===== src/rtl/hsid_main.sv =====
`default_nettype none
// ============================================================================
// Module      : hsid_main
// Description : Hyperspectral identification core. Streams one measured pixel
//               spectrum followed by a library of reference spectra (two
//               signed samples per word), computes the MSE of the measure
//               against every library entry and tracks min/max MSE + index.
//               Optional macro HSID_MAIN_SATURATE_EN clamps oversized
//               quotients to all ones instead of truncating them.
// Revision    : 1.0 - initial release
// ============================================================================
module hsid_main #(
    parameter int WORD_WIDTH       = 32,
    parameter int DATA_WIDTH       = 16,
    parameter int DATA_WIDTH_MUL   = 34,
    parameter int DATA_WIDTH_ACC   = 48,
    parameter int HSI_BANDS        = 128,
    parameter int ELEMENTS         = HSI_BANDS / 2,
    parameter int BUFFER_LENGTH    = 16,
    parameter int HSI_LIBRARY_SIZE = 16
) (
    input  logic                                clk,
    input  logic                                rst,
    input  logic                                hsi_vctr_in_valid,
    input  logic [WORD_WIDTH-1:0]               hsi_vctr_in,
    input  logic [$clog2(HSI_LIBRARY_SIZE):0]   library_size_in,
    input  logic [$clog2(HSI_BANDS):0]          hsi_bands_in,
    input  logic                                start,
    input  logic                                clear,
    output logic [$clog2(HSI_LIBRARY_SIZE)-1:0] mse_min_ref,
    output logic [$clog2(HSI_LIBRARY_SIZE)-1:0] mse_max_ref,
    output logic [WORD_WIDTH-1:0]               mse_min_value,
    output logic [WORD_WIDTH-1:0]               mse_max_value,
    output logic                                done,
    output logic                                idle,
    output logic                                ready
);

    localparam int LIB_W   = $clog2(HSI_LIBRARY_SIZE);
    localparam int BAND_W  = $clog2(HSI_BANDS) + 1;
    localparam int ADDR_W  = $clog2(ELEMENTS);
    localparam int FIFO_AW = $clog2(BUFFER_LENGTH);
    localparam int DCNT_W  = $clog2(DATA_WIDTH_ACC);

    typedef enum logic [2:0] {
        S_IDLE         = 3'd0,
        S_READ_MEASURE = 3'd1,
        S_READ_LIB     = 3'd2,
        S_DRAIN        = 3'd3,
        S_DONE         = 3'd4
    } state_t;

    state_t                    r_state, w_next_state;
    logic                      r_start_d;
    logic [BAND_W-1:0]         r_bands, r_words, r_word_cnt;
    logic [LIB_W:0]            r_lib_size, r_lib_cnt;
    logic [DATA_WIDTH_ACC-1:0] r_acc;
    logic [WORD_WIDTH-1:0]     r_meas_buf [0:ELEMENTS-1];

    logic [DATA_WIDTH_ACC-1:0] r_fifo_acc [0:BUFFER_LENGTH-1];
    logic [LIB_W-1:0]          r_fifo_idx [0:BUFFER_LENGTH-1];
    logic [FIFO_AW-1:0]        r_wr_ptr, r_rd_ptr;
    logic [FIFO_AW:0]          r_fifo_cnt;

    logic                      r_div_busy;
    logic [DCNT_W-1:0]         r_div_cnt;
    logic [DATA_WIDTH_ACC-1:0] r_dq;
    logic [BAND_W-1:0]         r_rem;
    logic [LIB_W-1:0]          r_div_idx;
    logic                      r_cmp_valid;
    logic [WORD_WIDTH-1:0]     r_cmp_mse;
    logic [LIB_W-1:0]          r_cmp_idx;

    // Sign-extend one packed sample to the squared-difference width.
    function automatic logic signed [DATA_WIDTH_MUL-1:0] sext(input logic [DATA_WIDTH-1:0] s);
        return {{(DATA_WIDTH_MUL-DATA_WIDTH){s[DATA_WIDTH-1]}}, s};
    endfunction

    logic                      w_start_pulse, w_accept, w_last_word, w_last_entry;
    logic                      w_fifo_full, w_fifo_empty, w_push, w_pop, w_init_trk;
    logic [WORD_WIDTH-1:0]     w_meas_word;
    logic signed [DATA_WIDTH_MUL-1:0] w_d0, w_d1;
    logic [DATA_WIDTH_MUL-1:0] w_sq0, w_sq1, w_sq1_eff;
    logic [DATA_WIDTH_ACC-1:0] w_acc_next;
    logic [BAND_W:0]           w_rem_sh;
    logic                      w_rem_ge;
    logic [BAND_W-1:0]         w_rem_diff, w_rem_next;
    logic [DATA_WIDTH_ACC-1:0] w_dq_next;
    logic [WORD_WIDTH-1:0]     w_quo_word;

    assign w_start_pulse = start & ~r_start_d;
    assign w_fifo_full   = (r_fifo_cnt == (FIFO_AW+1)'(BUFFER_LENGTH));
    assign w_fifo_empty  = (r_fifo_cnt == '0);
    assign w_accept      = hsi_vctr_in_valid & ready;
    assign w_last_word   = (r_word_cnt == r_words - BAND_W'(1));
    assign w_last_entry  = (r_lib_cnt == r_lib_size - (LIB_W+1)'(1));
    assign w_push        = w_accept & (r_state == S_READ_LIB) & w_last_word;
    assign w_pop         = ~r_div_busy & ~w_fifo_empty;
    assign w_init_trk    = clear | (w_start_pulse & (r_state == S_IDLE));

    // Squared differences of both samples; the upper sample of the final
    // word is dropped when the band count is odd.
    assign w_meas_word = r_meas_buf[r_word_cnt[ADDR_W-1:0]];
    assign w_d0        = sext(hsi_vctr_in[DATA_WIDTH-1:0]) - sext(w_meas_word[DATA_WIDTH-1:0]);
    assign w_d1        = sext(hsi_vctr_in[2*DATA_WIDTH-1:DATA_WIDTH]) - sext(w_meas_word[2*DATA_WIDTH-1:DATA_WIDTH]);
    assign w_sq0       = w_d0 * w_d0;
    assign w_sq1       = w_d1 * w_d1;
    assign w_sq1_eff   = (w_last_word & r_bands[0]) ? '0 : w_sq1;
    assign w_acc_next  = r_acc + {{(DATA_WIDTH_ACC-DATA_WIDTH_MUL){1'b0}}, w_sq0}
                               + {{(DATA_WIDTH_ACC-DATA_WIDTH_MUL){1'b0}}, w_sq1_eff};

    // One restoring-division step: shift in the next dividend bit.
    assign w_rem_sh   = {r_rem, r_dq[DATA_WIDTH_ACC-1]};
    assign w_rem_ge   = (w_rem_sh >= {1'b0, r_bands});
    assign w_rem_diff = w_rem_sh[BAND_W-1:0] - r_bands;
    assign w_rem_next = w_rem_ge ? w_rem_diff : w_rem_sh[BAND_W-1:0];
    assign w_dq_next  = {r_dq[DATA_WIDTH_ACC-2:0], w_rem_ge};

`ifdef HSID_MAIN_SATURATE_EN
    assign w_quo_word = (|w_dq_next[DATA_WIDTH_ACC-1:WORD_WIDTH]) ? '1 : w_dq_next[WORD_WIDTH-1:0];
`else
    assign w_quo_word = w_dq_next[WORD_WIDTH-1:0];
`endif

    // State register and start edge detector.
    always_ff @(posedge clk) begin
        if (rst) begin
            r_state   <= S_IDLE;
            r_start_d <= 1'b0;
        end else begin
            r_state   <= w_next_state;
            r_start_d <= start;
        end
    end

    // Next-state and block-level handshake outputs.
    always_comb begin
        w_next_state = r_state;
        done         = 1'b0;
        idle         = 1'b0;
        ready        = 1'b0;
        case (r_state)
            S_IDLE: begin
                idle = 1'b1;
                if (w_start_pulse) w_next_state = S_READ_MEASURE;
            end
            S_READ_MEASURE: begin
                ready = ~w_fifo_full;
                if (w_accept && w_last_word)
                    w_next_state = (r_lib_size == '0) ? S_DRAIN : S_READ_LIB;
            end
            S_READ_LIB: begin
                ready = ~w_fifo_full;
                if (w_accept && w_last_word && w_last_entry) w_next_state = S_DRAIN;
            end
            S_DRAIN: begin
                if (w_fifo_empty && !r_div_busy && !r_cmp_valid) w_next_state = S_DONE;
            end
            S_DONE: begin
                done         = 1'b1;
                w_next_state = S_IDLE;
            end
            default: w_next_state = S_IDLE;
        endcase
    end

    // Job configuration, word/entry counters and per-vector accumulator.
    always_ff @(posedge clk) begin
        if (rst) begin
            r_bands    <= '0;
            r_words    <= '0;
            r_lib_size <= '0;
            r_word_cnt <= '0;
            r_lib_cnt  <= '0;
            r_acc      <= '0;
        end else if (r_state == S_IDLE && w_start_pulse) begin
            r_bands    <= hsi_bands_in;
            r_words    <= (hsi_bands_in >> 1) + {{(BAND_W-1){1'b0}}, hsi_bands_in[0]};
            r_lib_size <= library_size_in;
            r_word_cnt <= '0;
            r_lib_cnt  <= '0;
            r_acc      <= '0;
        end else if (w_accept) begin
            r_word_cnt <= w_last_word ? '0 : r_word_cnt + BAND_W'(1);
            if (r_state == S_READ_LIB) begin
                r_acc <= w_last_word ? '0 : w_acc_next;
                if (w_last_word) r_lib_cnt <= r_lib_cnt + (LIB_W+1)'(1);
            end
        end
    end

    // Measure spectrum storage.
    always_ff @(posedge clk) begin
        if (w_accept && r_state == S_READ_MEASURE)
            r_meas_buf[r_word_cnt[ADDR_W-1:0]] <= hsi_vctr_in;
    end

    // Accumulated-sum FIFO payload.
    always_ff @(posedge clk) begin
        if (w_push) begin
            r_fifo_acc[r_wr_ptr] <= w_acc_next;
            r_fifo_idx[r_wr_ptr] <= r_lib_cnt[LIB_W-1:0];
        end
    end

    // Accumulated-sum FIFO pointers and occupancy.
    always_ff @(posedge clk) begin
        if (rst) begin
            r_wr_ptr   <= '0;
            r_rd_ptr   <= '0;
            r_fifo_cnt <= '0;
        end else begin
            if (w_push) r_wr_ptr <= r_wr_ptr + FIFO_AW'(1);
            if (w_pop)  r_rd_ptr <= r_rd_ptr + FIFO_AW'(1);
            if (w_push && !w_pop)      r_fifo_cnt <= r_fifo_cnt + (FIFO_AW+1)'(1);
            else if (!w_push && w_pop) r_fifo_cnt <= r_fifo_cnt - (FIFO_AW+1)'(1);
        end
    end

    // Sequential divider: load one FIFO entry, then one quotient bit per cycle.
    always_ff @(posedge clk) begin
        if (rst) begin
            r_div_busy  <= 1'b0;
            r_div_cnt   <= '0;
            r_dq        <= '0;
            r_rem       <= '0;
            r_div_idx   <= '0;
            r_cmp_valid <= 1'b0;
            r_cmp_mse   <= '0;
            r_cmp_idx   <= '0;
        end else begin
            r_cmp_valid <= 1'b0;
            if (w_pop) begin
                r_dq       <= r_fifo_acc[r_rd_ptr];
                r_div_idx  <= r_fifo_idx[r_rd_ptr];
                r_rem      <= '0;
                r_div_cnt  <= '0;
                r_div_busy <= 1'b1;
            end else if (r_div_busy) begin
                r_dq      <= w_dq_next;
                r_rem     <= w_rem_next;
                r_div_cnt <= r_div_cnt + DCNT_W'(1);
                if (r_div_cnt == DCNT_W'(DATA_WIDTH_ACC-1)) begin
                    r_div_busy  <= 1'b0;
                    r_cmp_valid <= 1'b1;
                    r_cmp_mse   <= w_quo_word;
                    r_cmp_idx   <= r_div_idx;
                end
            end
        end
    end

    // Min/max trackers; a clear or accepted start overrides a pending update.
    always_ff @(posedge clk) begin
        if (rst || w_init_trk) begin
            mse_min_value <= '1;
            mse_max_value <= '0;
            mse_min_ref   <= '0;
            mse_max_ref   <= '0;
        end else if (r_cmp_valid) begin
            if (r_cmp_idx == '0) begin
                mse_min_value <= r_cmp_mse;
                mse_max_value <= r_cmp_mse;
                mse_min_ref   <= '0;
                mse_max_ref   <= '0;
            end else begin
                if (r_cmp_mse < mse_min_value) begin
                    mse_min_value <= r_cmp_mse;
                    mse_min_ref   <= r_cmp_idx;
                end
                if (r_cmp_mse > mse_max_value) begin
                    mse_max_value <= r_cmp_mse;
                    mse_max_ref   <= r_cmp_idx;
                end
            end
        end
    end

endmodule
`default_nettype wire


===== config.mk =====
export PLATFORM = sky130hd
export DESIGN_NAME = hsid_main
export DESIGN_NICKNAME = d
export VERILOG_FILES = /design/src/rtl/hsid_main.sv
export SDC_FILE = /design/constraint.sdc
export NUM_CORES = 2
export LEC_CHECK = 0
export CORE_UTILIZATION = 40
export DETAILED_ROUTE_END_ITERATION = 10
export GPL_TIMING_DRIVEN = 0
export PLACE_DENSITY = 0.62
export SLEW_MARGIN = 25
export SYNTH_ARGS = -nofsm -noshare
export SYNTH_HDL_FRONTEND = slang
export SYNTH_SLANG_ARGS = --single-unit

===== constraint.sdc =====
create_clock -name clk -period 31.7 [get_ports clk]
set_input_delay 6.34 -clock clk [delete_from_list [all_inputs] [get_ports clk]]
set_output_delay 6.34 -clock clk [all_outputs]
set_load 0.02 [all_outputs]

Placed cells, one color a class:
Scale bar: 200 um.
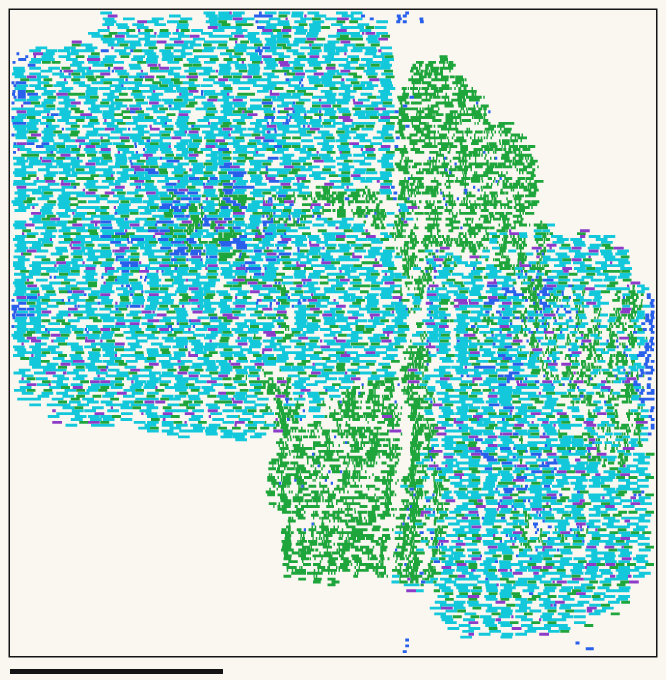
Key: clock drivers and dummy loads = purple [cells 604, share of their area 6.4%]; remaining buffers and delay cells = blue [cells 732, share of their area 4.4%]; registers = cyan [cells 3165, share of their area 57%]; remaining logic cells = green [cells 4889, share of their area 33%]
Std-Cell Core Area: 362200 um^2
fin area: 168900 um^2
register share of the cell area: 54.59%
row count: 221
share of the core filled with cells: 46.62%

Sequential cells grouped by signal name:
Scale bar: 200 um.
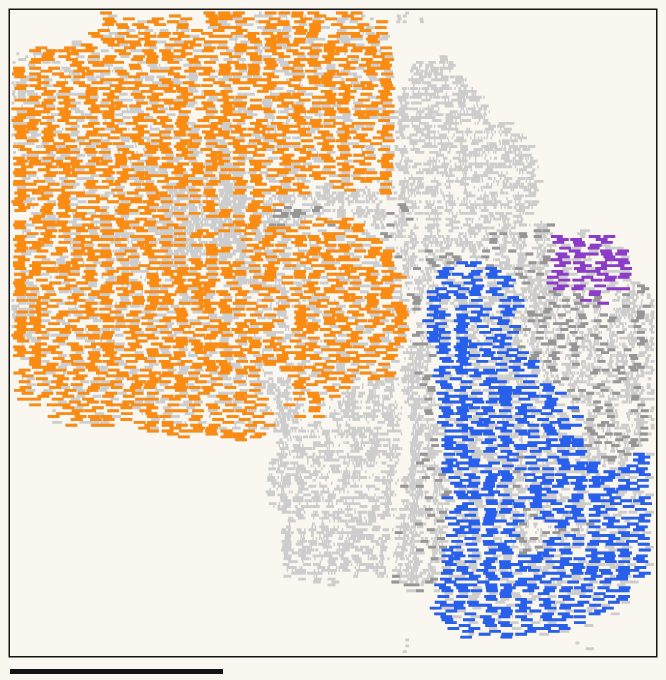
Key: r_fifo_idx = purple [flops 64, where right middle]; r_fifo_acc = blue [flops 768]; r_meas_buf = orange [flops 2048]
area taken by flip-flops and latches: 92190 um^2

Routing congestion map:
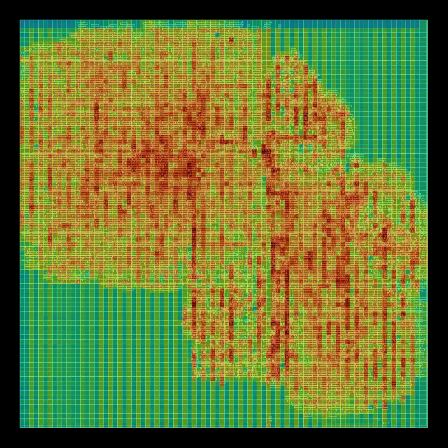
met1 global-route usage: 27.84%
met2 GRT Util: 36.64%
Wirelength per Cell: 28.13 um
global-route usage over all layers: 21.73%

==> qor.tcl <==
set qor(timing.final.crit_period_ns) 19.85
set qor(min_delay_worst_endpoint) {r_bands[3]$_SDFFE_PP0P_}
set qor(buffers) 732
set qor(syn_nets) 9380
set qor(flop_cell) {edfxtp_1}
set qor(final-hold-violation-count) 0
set qor(dr_total_vias) 78890
set qor(cts_repair_resized_insts) 0
set qor(cp_slowest_cell) {xor2_2}
set qor(numClockSinks) 3165
set qor(die_area_um2) 366400
set qor(clk_transition_reported_paths_ns) 0.06
set qor(worstHoldStart) {r_bands[3]$_SDFFE_PP0P_}
set qor(initCoreUtil_pct) 40.19
set qor(fin_skew_ns) 0.1309
set qor(n_tap_cell) 4794
set qor(combAreaFraction_pct) 29.45
set qor(synth.cell_area_um2) 145600
set qor(setup_ws_ns) 11.85
set qor(synth-warning-count) 0
set qor(slew_violations) 0
set qor(lay_top_cells) {edfxtp_1 (2880), mux4_2 (925), inv_1 (889)}
set qor(overflow) 0
set qor(diodes) 13
set qor(postCtsSetupBuffers) 0
set qor(drt_iter0_drc) 7913
set qor(area.combinational_um2) 49730
set qor(hold_ws_ns) 0.4606
set qor(ys_seq_share_pct) 63.32
set qor(critical_path.endpoint_type) {flop}
set qor(placement.io_buffers) 123
set qor(layout.filler_cells) 30420
set qor(inverters) 900
set qor(layout_worst_path_cycle_share_pct) 62.62
set qor(total_of_flip_flops_plus_latches_after_synthesis) 3165
set qor(seq_cells) 3165
set qor(clock_tree.htree_level_count) 5
set qor(synthCells) 8430
set qor(grt_most_used_layer) {met2}
set qor(synth.avg_cell_area_um2) 17.27
set qor(dp_hpwl_mm) 289.9
set qor(grt_pass1_wl_mm) 574.4
set qor(antenna_found_initial) 36
set qor(cts_hold_buf) 0
set qor(antenna_left) 0
set qor(drtPass1Iterations) 8
set qor(pin_count_of_the_biggest_net_entering_global_routing) 66
set qor(die_x_um) 605.3
set qor(die_h_um) 605.3
set qor(totalWireLength_mm) 399.4
set qor(rrSetupSlack_ns) 14.30
set qor(first_global_vias) 81780
set qor(timing.max_slew.rel_slack_pct) 22.30
set qor(buffer_and_inverter_tally_for_the_worst_setup_path) 12
set qor(cts_root_buffer) {clkbuf_16}
set qor(detailedPlace.worstSlack_ns) 10.92
set qor(remaining_drc_errors) 0
set qor(holdPathStages) 2
set qor(most_numerous_logic_cell_after_layout) {edfxtp_1}
set qor(outcome) {finished clean}
set qor(ys_area_um2) 145600
set qor(num-multi-input-gates) 3989
set qor(route.detailed.vias_per_inst) 5.557
set qor(warning_count) 40
set qor(timing.critical_path.fanout_max) 38
set qor(worstSetupStartpointType) {input port}
set qor(drive_gt1_share_pct) 20.35
set qor(clk-insertion-delay-late_ns) 0.94
set qor(maxCapViolCount) 0
set qor(fmaxAchievable_mhz) 50.38
set qor(setup_viol) 0
set qor(layout_non_clock_buf_share_pct) 4.205
set qor(place_area_um2) 158200
set qor(yosys_cells) 8430
set qor(timing.setup.tns_ns) 0
set qor(ff2ff_path_depth) 52
set qor(synth-async-reset-ratio_pct) 0
set qor(cts_buffers) 330
set qor(crit_arrival_ns) 20.36
set qor(rsz0062_at_grt) {false}
set qor(cts_max_path_buffers) 4
set qor(enable_flop_cells) 2880
set qor(met3_track_demand_over_resource_in_global_routing_pct) 3.471
set qor(r2r_end) {r_fifo_acc[1][47]$_DFFE_PP_}
set qor(worst-setup-path-type) {in2reg}
set qor(layout-area-overhead-vs-synth_pct) 15.99
set qor(cp_data_required_time_ns) 32.20
set qor(tritoncts) {built}
set qor(slowest_delay_ns) 0.81
set qor(clock_tree_area_fraction_pct) 6.190
set qor(num_io_pins) 125
set qor(clock_buffer_count) 459
set qor(worst_tran_pin_value_ns) 1.157
set qor(final_nets) 10070
set qor(finalWeightedCongestion) 0.9427
set qor(critPathTopFamily) {adder cells}
set qor(top_area_cell_class) {sequential cells}
set qor(hold_path_class) {reg2reg}
set qor(synth_cell_types) 81
routing by layer:
metal | up-vias | part of all wire [%] | wire, um
li1 | 33200 | - | -
met1 | 41740 | 39 | 154800
met2 | 3251 | 49 | 195800
met3 | 683 | 7.2 | 28900
met4 | 20 | 4.9 | 19720
met5 | - | 0.034 | 137
worst max-delay path by stage:
stage                          from                            to  slack [ns]  cells after the start
finish               hsi_vctr_in[0]   r_fifo_acc[1][47]$_DFFE_PP_       11.85                     49
detailed placement   hsi_vctr_in[0]   r_fifo_acc[0][41]$_DFFE_PP_       10.92                     50
global route         hsi_vctr_in[0]   r_fifo_acc[0][47]$_DFFE_PP_       11.29                     49
floorplan           hsi_vctr_in[16]   r_fifo_acc[0][41]$_DFFE_PP_       14.38                     48
CTS                  hsi_vctr_in[0]   r_fifo_acc[2][41]$_DFFE_PP_       11.88                     50
global placement     hsi_vctr_in[2]  r_fifo_acc[12][47]$_DFFE_PP_        8.69                     45
Yosys cell counts, drive strengths merged, types with 16 or more instances:
master / instances / area (um^2)
a211oi: 33 / 247.7
a21o: 68 / 511.7
a21oi: 250 / 1255
a22o: 16 / 140.1
a22oi: 16 / 120.1
a31oi: 17 / 106.4
and2: 41 / 256.5
buf: 93 / 360.3
clkbuf: 283 / 1062
dfxtp: 285 / 5705
edfxtp: 2880 / 86480
fa: 577 / 11550
ha: 323 / 4041
inv: 893 / 3352
mux2i: 95 / 950.9
mux4: 925 / 20830
nand2: 452 / 1699
nand2b: 26 / 162.7
nand3: 83 / 415.4
nand4: 31 / 193.9
nor2: 453 / 1700
nor2b: 28 / 175.2
nor3: 35 / 175.2
o211ai: 17 / 132.6
o21a: 20 / 150.1
o21ai: 77 / 385.4
o21bai: 21 / 157.7
o31ai: 45 / 347.8
xnor2: 126 / 1104
xor2: 71 / 621.9
metrics by stage:
| step | cells | util [%] |
|---|---|---|
| 2_1_floorplan | 8430 | - |
| 3_3_place_gp | 13350 | 42.19 |
| 3_5_place_dp | 13580 | 43.68 |
| 4_1_cts | 14180 | 46.57 |
| 5_1_grt | 14190 | 46.62 |
| 6_report | 14200 | 46.62 |
tightest hold or removal path, delay by kind of cell (launching register included):
kind	cells	cell delay, ns
DFF	1	0.31
and+or+nand+nor	1	0.05
AOI/OAI and AO/OA	1	0.05
logic make-up (layout without fill, tap and decap cells):
family,count (synthesis),in the layout,share of synthesized area [%]
AND-OR/OR-AND,642,642,2.844
XOR/XNOR,197,197,1.185
adder cells (fa/ha/maj),900,900,10.71
buffers and inverters,1276,2236,3.297
flip-flops,3165,3165,63.32
multiplexers,1020,1020,14.96
other,0,13,0
AND/OR/NAND/NOR,1230,1230,3.687
state kept, by name (all words and copies together) (netlist names), 32 cells and up, named ones only:
signal         flops
r_meas_buf      2048
r_fifo_acc       768
r_fifo_idx        64
r_acc             48
r_dq              48
mse_max_value     32
mse_min_value     32
r_cmp_mse         32
